**src/rtl/seq_table_counter_pkg.sv**
```systemverilog
// Shared types and helpers for the programmable-sequence counter.
// Optional reverse stepping is enabled by defining SEQ_TABLE_COUNTER_REVERSE_EN.
package seq_table_counter_pkg;

   localparam logic FWD = 1'b0;
   localparam logic REV = 1'b1;

   typedef enum logic [1:0] {
      ACT_HOLD = 2'd0,
      ACT_LOAD = 2'd1,
      ACT_STEP = 2'd2
   } act_e;

   // Index width is clog2(depth), but never below one bit.
   function automatic int idx_width(input int depth);
      return (depth > 2) ? $clog2(depth) : 1;
   endfunction

   function automatic int default_code(input int i, input int width);
      return i % (1 << width);
   endfunction

endpackage

```
**src/rtl/seq_table_regs.sv**
```systemverilog
// DEPTH x WIDTH code table: synchronous reset to identity codes, one write
// port and one combinational read port.
module seq_table_regs
   import seq_table_counter_pkg::*;
#(
   parameter int WIDTH = 3,
   parameter int DEPTH = 6,
   parameter int IDX_W = 3
) (
   input  logic             CLK,
   input  logic             Reset,
   input  logic             WrEn,
   input  logic [IDX_W-1:0] WrAddr,
   input  logic [WIDTH-1:0] WrData,
   input  logic [IDX_W-1:0] RdAddr,
   output logic [WIDTH-1:0] RdData
);

   localparam logic [IDX_W:0] DEPTH_X = (IDX_W + 1)'(DEPTH);

   logic [WIDTH-1:0] mem_q [DEPTH];

   // Out-of-range write addresses match no entry and are silently dropped.
   for (genvar gi = 0; gi < DEPTH; gi++) begin : g_entry
      localparam logic [WIDTH-1:0] DEF = WIDTH'(default_code(gi, WIDTH));
      always_ff @(posedge CLK) begin
         if (Reset) begin
            mem_q[gi] <= DEF;
         end else if (WrEn && (WrAddr == IDX_W'(gi))) begin
            mem_q[gi] <= WrData;
         end
      end
   end

   always_comb begin
      RdData = '0;
      if ({1'b0, RdAddr} < DEPTH_X) begin
         RdData = mem_q[RdAddr];
      end
   end

endmodule

```
**src/rtl/seq_table_counter.sv**
```systemverilog
// Steps an index through a writable code table; Q = table[Idx].
// Define SEQ_TABLE_COUNTER_REVERSE_EN to add the Dir port and reverse stepping.
module seq_table_counter
   import seq_table_counter_pkg::*;
#(
   parameter  int WIDTH = 3,
   parameter  int DEPTH = 6,
   localparam int IDX_W = idx_width(DEPTH)
) (
   input  logic             CLK,
   input  logic             Reset,
   input  logic             Enable,
   input  logic             Load,
   input  logic [IDX_W-1:0] LoadIdx,
   input  logic [IDX_W-1:0] Last,
   input  logic             WrEn,
   input  logic [IDX_W-1:0] WrAddr,
   input  logic [WIDTH-1:0] WrData,
`ifdef SEQ_TABLE_COUNTER_REVERSE_EN
   input  logic             Dir,
`endif
   output logic [WIDTH-1:0] Q,
   output logic [IDX_W-1:0] Idx,
   output logic             Wrap
);

   localparam logic [IDX_W:0]   DEPTH_X = (IDX_W + 1)'(DEPTH);
   localparam logic [IDX_W-1:0] MAX_IDX = IDX_W'(DEPTH - 1);

   logic [IDX_W-1:0] idx_q, idx_d;
   logic             wrap_q, wrap_d;
   logic [IDX_W-1:0] lastc;
   logic             dir;
   act_e             act;

   assign lastc = ({1'b0, Last} >= DEPTH_X) ? MAX_IDX : Last;

`ifdef SEQ_TABLE_COUNTER_REVERSE_EN
   assign dir = Dir;
`else
   assign dir = FWD;
`endif

   always_ff @(posedge CLK) begin
      if (Reset) begin
         idx_q  <= '0;
         wrap_q <= 1'b0;
      end else begin
         idx_q  <= idx_d;
         wrap_q <= wrap_d;
      end
   end

   always_comb begin
      idx_d  = idx_q;
      wrap_d = 1'b0;
      act    = ACT_HOLD;
      if (Load) begin
         act = ACT_LOAD;
      end else if (Enable) begin
         act = ACT_STEP;
      end

      case (act)
         ACT_LOAD: begin
            idx_d = (LoadIdx <= lastc) ? LoadIdx : '0;
         end
         ACT_STEP: begin
            // An index stranded above a lowered Last wraps like a normal end.
            if (dir == REV) begin
               if ((idx_q == '0) || (idx_q > lastc)) begin
                  idx_d  = lastc;
                  wrap_d = 1'b1;
               end else begin
                  idx_d = idx_q - IDX_W'(1);
               end
            end else begin
               if (idx_q >= lastc) begin
                  idx_d  = '0;
                  wrap_d = 1'b1;
               end else begin
                  idx_d = idx_q + IDX_W'(1);
               end
            end
         end
         default: begin
            idx_d = idx_q;
         end
      endcase
   end

   seq_table_regs #(
      .WIDTH (WIDTH),
      .DEPTH (DEPTH),
      .IDX_W (IDX_W)
   ) u_regs (
      .CLK    (CLK),
      .Reset  (Reset),
      .WrEn   (WrEn),
      .WrAddr (WrAddr),
      .WrData (WrData),
      .RdAddr (idx_q),
      .RdData (Q)
   );

   assign Idx  = idx_q;
   assign Wrap = wrap_q;

endmodule

```
**config.mk**
```make
export PLATFORM = sky130hd
export DESIGN_NAME = seq_table_counter
export DESIGN_NICKNAME = d
export VERILOG_FILES = /design/src/rtl/seq_table_counter_pkg.sv /design/src/rtl/seq_table_regs.sv /design/src/rtl/seq_table_counter.sv
export SDC_FILE = /design/constraint.sdc
export NUM_CORES = 1
export LEC_CHECK = 0
export ABC_AREA = 1
export CAP_MARGIN = 20
export CORE_ASPECT_RATIO = 1.4
export CORE_UTILIZATION = 40
export CTS_CLUSTER_DIAMETER = 40
export DETAILED_ROUTE_END_ITERATION = 16
export PLACE_DENSITY = 0.72
export SLEW_MARGIN = 40
export SYNTH_ARGS = -nofsm -noshare
export SYNTH_HDL_FRONTEND = slang
export SYNTH_HIERARCHICAL = 1
export SYNTH_SLANG_ARGS = --single-unit
```
**constraint.sdc**
```tcl
create_clock -name CLK -period 1.3 [get_ports CLK]
set_input_delay 0.13 -clock CLK [delete_from_list [all_inputs] [get_ports CLK]]
set_output_delay 0.13 -clock CLK [all_outputs]
set_load 0.1 [all_outputs]
```
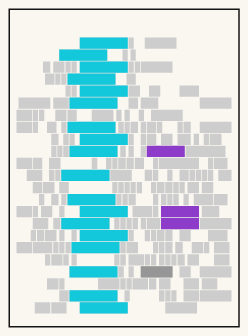
**Above:** run 1 (sequential cells coloured by netlist name).
Other sequential cells in the stronger grey, the rest of the logic in the fainter grey.
| colour | name in the netlist | sequential cells |
|---|---|---|
| cyan | u_regs/mem_q | 18 |
| purple | Idx | 3 |
not coloured: 1

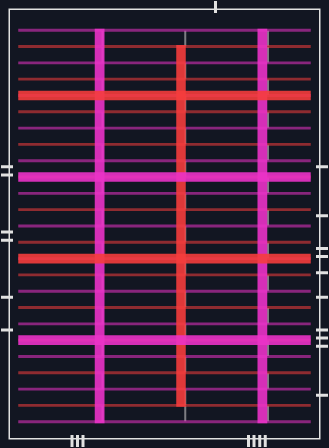
**Above:** run 1 (floorplan with the power grid).
Pins as bars on the die edge. Tap cells in grey.
| colour | net |
|---|---|
| magenta | VSS |
| red | VDD |
met5 straps: 4
tap cells: 39
met4 straps: 3
signal pins: 24
rows: 24
DIE HEIGHT: 71.4 um
DIE WIDTH: 51.6 um

==> notes.md, run 1 <==
flow finished, numbers: I/O Pins 24, Synthesized registers 22, CP max FO 7, Reg area 632 sq um, VDD IR max 0.612 mV, CTS tree done, Tap Cells 39, outcome complete, but fails checks, GR Util All Layers 0.181, slowest stage delay, CP 0.38 ns, adder-cell share of the synthesized area 0.0455, violated checks negative setup slack, Commonest flop edfxtp_1, Finished Cell Area 1990 sq um, Comb/total area 0.346, Cell Chain, Critical Path buf_6, or2_0, o211ai_1, nand2_4, buf_12, syn_nets 202, most frequent logic cell in the layout nand2_1, commonest cells after routing, fill and taps aside nand2_1 (52), inv_1 (29), edfxtp_1 (18), dpl cell area 1870 sq um, Antenna Cells 0, fin worst setup slack -0.188 ns, clock buffer count 4, final-layout clock-cell area share 0.0226, FMAX 672 MHz, P&R area growth vs syn 44.9%, final setup fails 6, hold depth 4, Netlist cell types 28, Routed WL per cell 10.7 um, Comb gates 120, yosys stat cell total 180, # DRC 0, WS Path Type flop to output port, Crit path max-delay family flip-flops, main area contributors edfxtp_1 (39%), nand2_1 (16%), inv_1 (8.5%), dfxtp_1 (5.8%), nand3_1 (5.8%), port bufs 23, fin crit period 1.49 ns, Avg Cell Area, Syn 7.64 sq um, Gate Count Post-Synth 180, Synth area leader edfxtp_1, placed cells 252, Hold Crit Class input port to flop, reg2reg setup slack -0.07 ns, Chip Area, Yosys 1380 sq um, Non-Clock Buffer Count 41, Log Warnings 29, Syn Std Cell Area 1380 sq um, Post-synth EDFFs 18
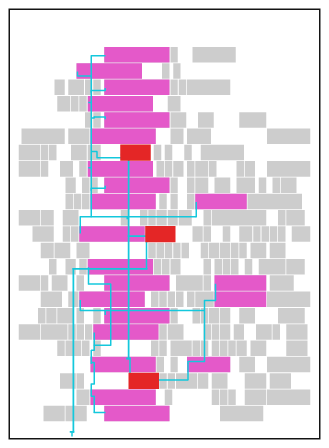
**Above:** run 1 (clock distribution).
[magenta] flip-flops | count: 22
[cyan] clock wires | length: 255 um
[red] clock drivers | count: 3
routed clock nets: 4
clock share of power: 0.215
Clock Skew: 0.00107 ns
clk ins delay skew pair: 0.26 ns

## run 1: cell families (layout without fill, tap and decap cells)
family,after synthesis,after routing
AND-OR/OR-AND,8,8
XOR/XNOR,1,1
adder cells (fa/ha/maj),5,5
buffers and inverters,38,81
flip-flops,22,22
AND/OR/NAND/NOR,106,106
## run 1: power breakdown
part | leakage (nW) | switching (W) | internal (W) | total [W]
clock | 0.0228 | 0.000207 | 0.000218 | 0.000425
combinational | 0.708 | 0.000437 | 0.000285 | 0.000721
sequential | 0.211 | 0.0000230 | 0.000806 | 0.000829
## run 1: worst paths after layout
path | start | end
worst min register to register | Idx[1]$_SDFFE_PP0P_ | Idx[1]$_SDFFE_PP0P_
worst max register to register | Idx[0]$_SDFFE_PP0P_ | Idx[1]$_SDFFE_PP0P_
worst max-delay path | Idx[0]$_SDFFE_PP0P_ | Q[2]
worst min-delay path | Last[2] | Wrap$_SDFF_PP0_
## run 1: stage by stage
| step | setup slack (ns) | setup TNS (ns) | util |
|---|---|---|---|
| floorplan | -0.0753 | -0.306 | - |
| global placement | -0.399 | -3.53 | 0.588 |
| detailed placement | -0.437 | -3.92 | 0.588 |
| CTS | -0.200 | -0.651 | 0.614 |
| global route | -0.235 | -1.07 | 0.626 |
| finish | -0.188 | -0.624 | 0.626 |
## run 1: what timing repair did
| item | CTS | global route |
|---|---|---|
| setup buffers | 3 | 3 |
| pin swaps | 6 | 8 |
| hold endpoints to repair | 0 | 0 |
| endpoints found under the setup margin | 6 | 6 |
| gates resized | 7 | 4 |
## run 1: routing by layer
metal / part of all wire / up-vias / track usage / routed length [um]
li1: - / 646 / - / -
met1: 0.37 / 533 / 0.177 / 1030
met2: 0.56 / 39 / 0.342 / 1580
met3: 0.035 / 9 / 0.0255 / 97
met4: 0.035 / 0 / 0.111 / 97
met5: 0 / - / 0 / 0
==> run 2: changes to the inputs <==
- SYNTH_HIERARCHICAL: 1 -> unset
==> notes.md, run 2 <==
flow finished, numbers: outcome complete, but fails checks, violated checks negative setup slack, DP Worst Slack -0.421 ns (+0.0156 ns), Hold Crit Class input port to flop, P&R area growth vs syn 40.3%, final setup fails 3 (-3), Metal-1 WL 1050 um (+2.4%), syn_nets 189 (-6.4%), Top Usage Layer GRT met2, CTS tree done, fin crit period 1.58 ns (+0.0942 ns), setup TNS -0.800 ns (-0.175 ns), yosys stat cell total 167 (-7.2%), Antenna Cells 0 (unchanged), final-layout clock-cell area share 0.0239 (+0.00132), reg2reg setup slack 0.06 ns (+0.13 ns), most frequent logic cell in the layout nand2_1, Global Route met2 Usage 0.428 (+0.0864), grt met3 use 0.0174 (-0.00805), Syn Std Cell Area 1340 sq um (-2.5%), fin worst setup slack -0.282 ns (-0.0942 ns), Post-synth EDFFs 18 (unchanged), dpl cell area 1770 sq um (-5.3%), I/O Pins 24 (unchanged), Comb gates 116 (-3.3%), DR top layer met4, FF-to-FF Start Idx[0]$_SDFFE_PP0N_, commonest cells after routing, fill and taps aside nand2_1 (36), nor2_1 (35), inv_1 (20), Synth area leader edfxtp_1, WS Path Type flop to output port, DIE HEIGHT 70.5 um (-1.2%)
run 2: report_power, final:
group	total [W]	internal, W	switching [W]
clock	0.000438	0.000218	0.000219
sequential	0.000945	0.000907	0.0000386
combinational	0.000674	0.000264	0.000409
run 2: through the flow:
step | std cells | utilization | total power [W]
after global placement | 231 | 0.562 | 0.00159
after global routing | 240 | 0.597 | 0.00215
after CTS | 236 | 0.581 | 0.00204
after detailed placement | 231 | 0.562 | 0.00161
after floorplan | 167 | - | 0.00136
final | 240 | 0.597 | 0.00206
run 2: cell families (layout without fill, tap and decap cells):
family                     after synthesis  in the layout  share of synthesized area
buffers and inverters                   26             60                     0.0830
DFF                                     25             25                      0.507
AOI/OAI and AO/OA                       20             20                     0.0839
and+or+nand+nor                         90             90                      0.272
xor gates and xnor gates                 1              1                    0.00653
adders and majority gates                5              5                     0.0466
run 2: worst max-delay path by stage:
stage                       start                   to  slack (ns)  cells after the start
final                        flop                 Q[1]       -0.28                      8
after global routing         flop                 Q[0]       -0.36                      8
after CTS                    flop                 Q[0]       -0.27                      8
after detailed placement  Last[2]  Idx[1]$_SDFFE_PP0N_       -0.42                     11
after global placement    Last[2]  Idx[0]$_SDFFE_PP0N_       -0.38                     11
after floorplan              flop                 Q[0]       -0.16                      8
run 2: what timing repair did:
action / 4_1_cts / 5_1_grt
gates cloned: 0 / 0
pin swaps: 7 / 11
gates resized: 16 / 9
endpoints found under the setup margin: 9 / 9
buffers inserted: 2 / 4
run 2: worst max-delay path: cells and delay by family (launching register included):
family / cells / cell delay, ns
flops: 1 / 0.39
simple gates: 4 / 0.28
buf+inv: 2 / 0.27
compound gates: 2 / 0.25
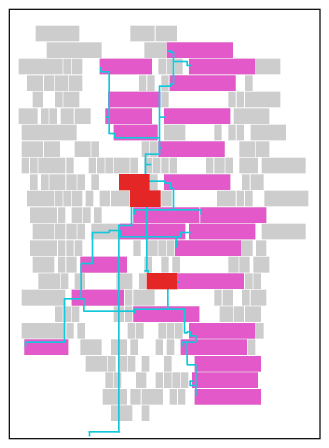
**Above:** run 2 (clock distribution).
[red] clock drivers | count: 3
[magenta] flip-flops | count: 25
[cyan] clock wires | length: 242 um
routed clock nets: 4
Clock Skew: 0.00432 ns
Clk. pwr: 0.000438 W
clock share of power: 0.213

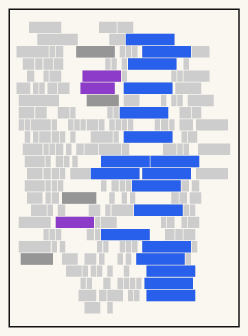
**Above:** run 2 (sequential cells coloured by netlist name).
Other sequential cells in the stronger grey, the rest of the logic in the fainter grey.
| colour | name in the netlist | sequential cells |
|---|---|---|
| purple | Idx | 3 |
| blue | u_regs.mem_q | 18 |
not coloured: 4

Power and IR drop assume default switching activity.
